--- src/rtl/rom_access_ctrl.sv ---
// rtl/rom_access_ctrl.sv - two-requester (IF/DR) arbiter for the program ROM read port
// Grants are combinational; responses come back one cycle later with a single-cycle valid.
module rom_access_ctrl #(
  parameter logic [15:0] BOUND_U       = 16'hffff,
  parameter logic [15:0] BOUND_L       = 16'hc000,
  parameter int          MAX_DR_STREAK = 3
) (
  input  logic        clk,
  input  logic        rst_n,
  input  logic        if_req,
  input  logic [15:0] if_addr,
  input  logic        if_flush,
  output logic        if_gnt,
  output logic        if_rvalid,
  output logic [15:0] if_rdata,
  output logic        if_err,
  input  logic        dr_req,
  input  logic [15:0] dr_addr,
  output logic        dr_gnt,
  output logic        dr_rvalid,
  output logic [15:0] dr_rdata,
  output logic        dr_err,
  output logic [15:0] rom_addr,
  input  logic [15:0] rom_out
);

  localparam int SW = (MAX_DR_STREAK < 2) ? 1 : $clog2(MAX_DR_STREAK + 1);
  localparam logic [SW-1:0] STREAK_MAX = SW'(MAX_DR_STREAK);

  typedef enum logic [1:0] {OWN_NONE, OWN_IF, OWN_DR} owner_t;

  owner_t        owner;
  logic [SW-1:0] streak;
  logic [15:0]   if_cap;
  logic [15:0]   if_rdata_q;
  logic          if_err_q;
  logic [15:0]   dr_rdata_q;
  logic          dr_err_q;

  logic          if_starved;
  logic          any_gnt;
  logic [15:0]   gnt_addr;
  logic          addr_ok;
  logic [15:0]   gnt_data;

  // IF only beats DR once DR has won MAX_DR_STREAK times in a row against it
  assign if_starved = if_req && (streak == STREAK_MAX);
  assign dr_gnt     = dr_req && !if_starved;
  assign if_gnt     = if_req && !if_flush && !dr_gnt;
  assign any_gnt    = dr_gnt || if_gnt;

  assign gnt_addr = dr_gnt ? dr_addr : if_addr;
  assign addr_ok  = (gnt_addr >= BOUND_L) && (gnt_addr < BOUND_U) && !gnt_addr[0];
  assign rom_addr = (any_gnt && addr_ok) ? (gnt_addr - BOUND_L) : 16'h0000;
  assign gnt_data = addr_ok ? rom_out : 16'h0000;

  // A flush arriving in the response cycle hides the IF response and keeps old if_rdata
  assign if_rvalid = (owner == OWN_IF) && !if_flush;
  assign if_err    = if_rvalid && if_err_q;
  assign if_rdata  = if_rvalid ? if_cap : if_rdata_q;
  assign dr_rvalid = (owner == OWN_DR);
  assign dr_err    = dr_err_q;
  assign dr_rdata  = dr_rdata_q;

  always_ff @(posedge clk or negedge rst_n) begin
    if (!rst_n) begin
      owner      <= OWN_NONE;
      streak     <= '0;
      if_cap     <= 16'h0000;
      if_rdata_q <= 16'h0000;
      if_err_q   <= 1'b0;
      dr_rdata_q <= 16'h0000;
      dr_err_q   <= 1'b0;
    end else begin
      if (dr_gnt)
        owner <= OWN_DR;
      else if (if_gnt)
        owner <= OWN_IF;
      else
        owner <= OWN_NONE;

      if (dr_gnt)
        dr_rdata_q <= gnt_data;
      dr_err_q <= dr_gnt && !addr_ok;

      if (if_gnt) begin
        if_cap   <= gnt_data;
        if_err_q <= !addr_ok;
      end
      if (if_rvalid)
        if_rdata_q <= if_cap;

      if (!if_req || if_gnt)
        streak <= '0;
      else if (dr_gnt && (streak != STREAK_MAX))
        streak <= streak + 1'b1;
    end
  end

endmodule
--- config.mk ---
export PLATFORM = sky130hd
export DESIGN_NAME = rom_access_ctrl
export DESIGN_NICKNAME = d
export VERILOG_FILES = /design/src/rtl/rom_access_ctrl.sv
export SDC_FILE = /design/constraint.sdc
export NUM_CORES = 1
export LEC_CHECK = 0
export ABC_CLOCK_PERIOD_IN_PS = 3700
export CORE_ASPECT_RATIO = 0.5
export CORE_MARGIN = 2
export CORE_UTILIZATION = 46
export DETAILED_ROUTE_END_ITERATION = 6
export GPL_TIMING_DRIVEN = 1
export PLACE_DENSITY = 0.86
export SLEW_MARGIN = 0
export SYNTH_ARGS = -nofsm -noshare
export SYNTH_HDL_FRONTEND = slang
export SYNTH_SLANG_ARGS = --single-unit
--- constraint.sdc ---
create_clock -name clk -period 3.7 [get_ports clk]
set_input_delay 0.555 -clock clk [delete_from_list [all_inputs] [get_ports clk]]
set_output_delay 0.555 -clock clk [all_outputs]
set_load 0.05 [all_outputs]
Placement by cell class:
Bar = 20 um. Fill, decap, tap and diode cells in gray.
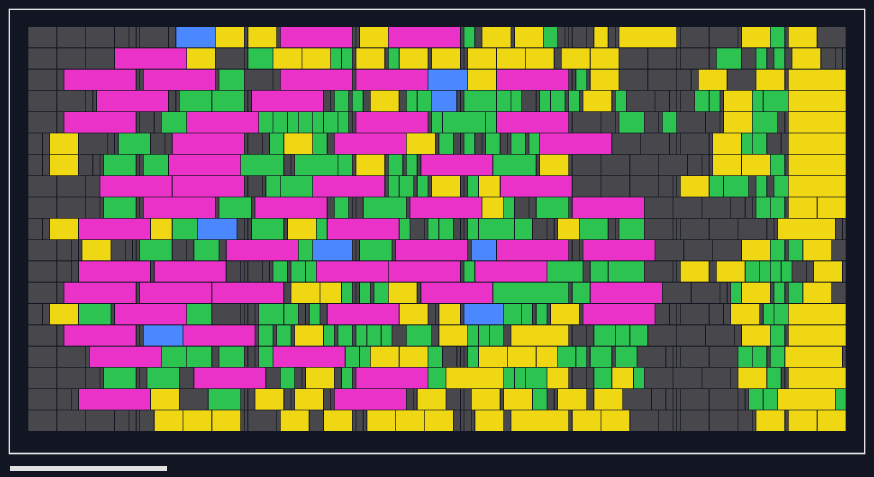
class	color	cells
clock drivers and dummy loads	blue	8
combinational and other logic	green	172
other buffers and delay cells	yellow	113
flops	magenta	54

Placement view:
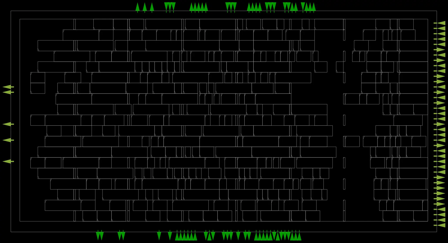
post-route insts no fill: 420
tap cells: 73
utilization after layout: 71.9%
number of core rows: 19

==> flow_summary.html <==
<h2>Implementation results</h2>
<table>
<tr><th>Metric</th><th>Value</th></tr>
<tr><th colspan="2">Clock tree</th></tr>
<tr><td>Clock tree root buffer cell</td><td>clkbuf_8</td></tr>
<tr><td>Bufs on Longest Clock Path</td><td>2</td></tr>
<tr><td>Source-to-sink clock delay at the later pin of the worst-skew pair</td><td>0.31 ns</td></tr>
<tr><th colspan="2">Pwr</th></tr>
<tr><td>Cell area power density</td><td>344 nW/um^2</td></tr>
<tr><td>Leakage power summed over all cells</td><td>1.64 nW</td></tr>
<tr><td>Portion of total power attributed to combinational logic</td><td>25.8%</td></tr>
<tr><td>Pint</td><td>919 uW</td></tr>
<tr><td>Sequential Power Share</td><td>47.9%</td></tr>
<tr><th colspan="2">Synthesis</th></tr>
<tr><td>Synthesized flop and latch total</td><td>54</td></tr>
<tr><td>Post-synthesis compound-gate area fraction</td><td>15.6%</td></tr>
<tr><td>Dominant kind of combinational cell</td><td>simple AND/OR/NAND/NOR gates</td></tr>
<tr><td>Most frequently used flop master after synthesis</td><td>dfrtp_1</td></tr>
<tr><td>Biggest area consumer among synthesized cells</td><td>dfrtp_1</td></tr>
<tr><th colspan="2">Floorplanning</th></tr>
<tr><td>Floorplan Core Area</td><td>5400 sq um</td></tr>
<tr><td>Die Outline Area</td><td>6160 sq um</td></tr>
<tr><td>Effective utilization at floorplan</td><td>47.0%</td></tr>
<tr><th colspan="2">GRT</th></tr>
<tr><td>Maximum number of pins on one net before global-route repair</td><td>42</td></tr>
<tr><td>Antenna violations before repair</td><td>0</td></tr>
<tr><td>Wire length of the first global-routing pass</td><td>11.3 mm</td></tr>
<tr><th colspan="2">Placement</th></tr>
<tr><td>Final RePlAce weighted congestion</td><td>0.799</td></tr>
<tr><th colspan="2">Routing</th></tr>
<tr><td>Starting DRT DRC Count</td><td>175</td></tr>
<tr><td>Vias per cell</td><td>5.43</td></tr>
<tr><th colspan="2">Final timing</th></tr>
<tr><td>Fin. max-slew vios</td><td>0</td></tr>
<tr><td>Post-route worst hold slack</td><td>0.362 ns</td></tr>
<tr><td>Min Tclk post-route</td><td>3.34 ns</td></tr>
<tr><th colspan="2">Finish</th></tr>
<tr><td>Fin nets</td><td>401</td></tr>
<tr><th colspan="2">Run status</th></tr>
<tr><td>Outcome</td><td>finished, final reports clean</td></tr>
</table>
Clock network drawn from the DEF:
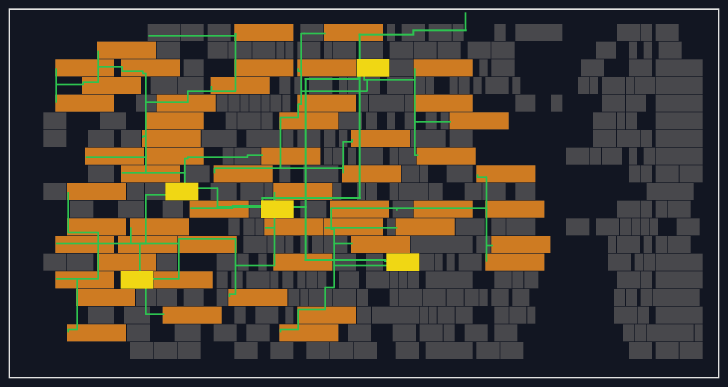
[clock wires] green | length: 593 um
[flip-flops] orange | count: 54
[clock drivers] yellow | count: 5
routed clock nets	6

Floorplan with the power grid:
Pins as bars on the die edge. Tap cells in gray.
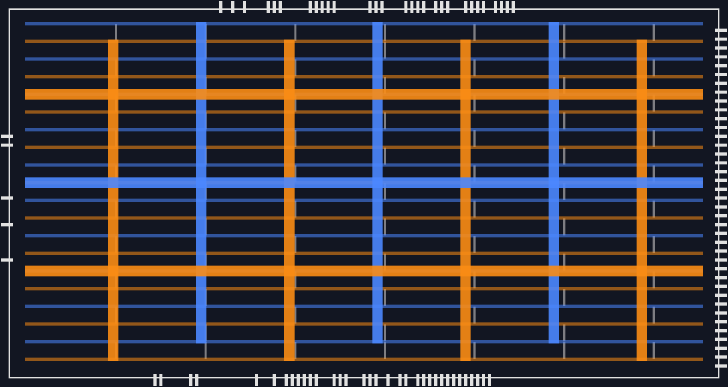
net	color
VDD	blue
VSS	orange
rows	19
met1 rails	20
met4 straps	7

path summary, 6_finish.rpt:
check	from	endpoint	slack [ns]	cells past startpoint
max in group asynchronous	rst_n	if_cap[0]	2.61	2
min	rst_n	dr_rdata[9]	0.36	1
min reg2reg	dr_rdata[9]	dr_rdata[9]	0.49	2
min in group clk	dr_rdata[9]	dr_rdata[9]	0.49	2
max	dr_req	rom_addr[12]	0.36	9
max reg2reg	streak[0]	dr_rdata[15]	1.05	7
metal layers:
layer	up-vias	GRT usage, %
met5	-	0
met4	0	9.89
met3	17	6.04
met2	91	40.2
met1	1126	30.1
li1	1046	-
flip-flops by register name, summed over array words and instances, names as in the netlist:
| signal | cells |
|---|---|
| dr_rdata | 16 |
| if_cap | 16 |
| if_rdata_q | 16 |
| owner | 2 |
| streak | 2 |
| dr_err | 1 |
| if_err_q | 1 |
power groups by stage:
stage	clock (mW)	sequential (mW)	combinational [mW]
after floorplan	0	0.674	0.163
after global placement	0	0.648	0.337
after detailed placement	0	0.651	0.344
after CTS	0.354	0.639	0.346
after global routing	0.380	0.642	0.366
final	0.351	0.639	0.345
Yosys cell counts (2+ instances only):
cell / n
nand2_1: 54
nor2_1: 2
mux2_2: 16
nor2b_1: 2
dfrtp_1: 54
buf_2: 11
nand3_1: 30
clkbuf_1: 6
a21oi_1: 10
o21ai_1: 3
a21oi_2: 5
nand2b_1: 2
inv_1: 2
o2bb2ai_1: 11
buf_6: 4
ha_1: 2
and2_1: 3
nand3b_1: 2
o2bb2ai_2: 5
o21ai_0: 14
cell type report:
type | instances | area, sq um
Inverter | 3 | 16.3
Clock inverter | 2 | 17.5
Timing Repair Buffer | 113 | 1260
Multi-Input combinational cell | 169 | 1060
Sequential cell | 54 | 1350
Tap cell | 73 | 91.3
Clock buffer | 6 | 82.6
Fill cell | 361 | 1520
Power figures rest on the tool's default switching activity, not on a simulated workload.
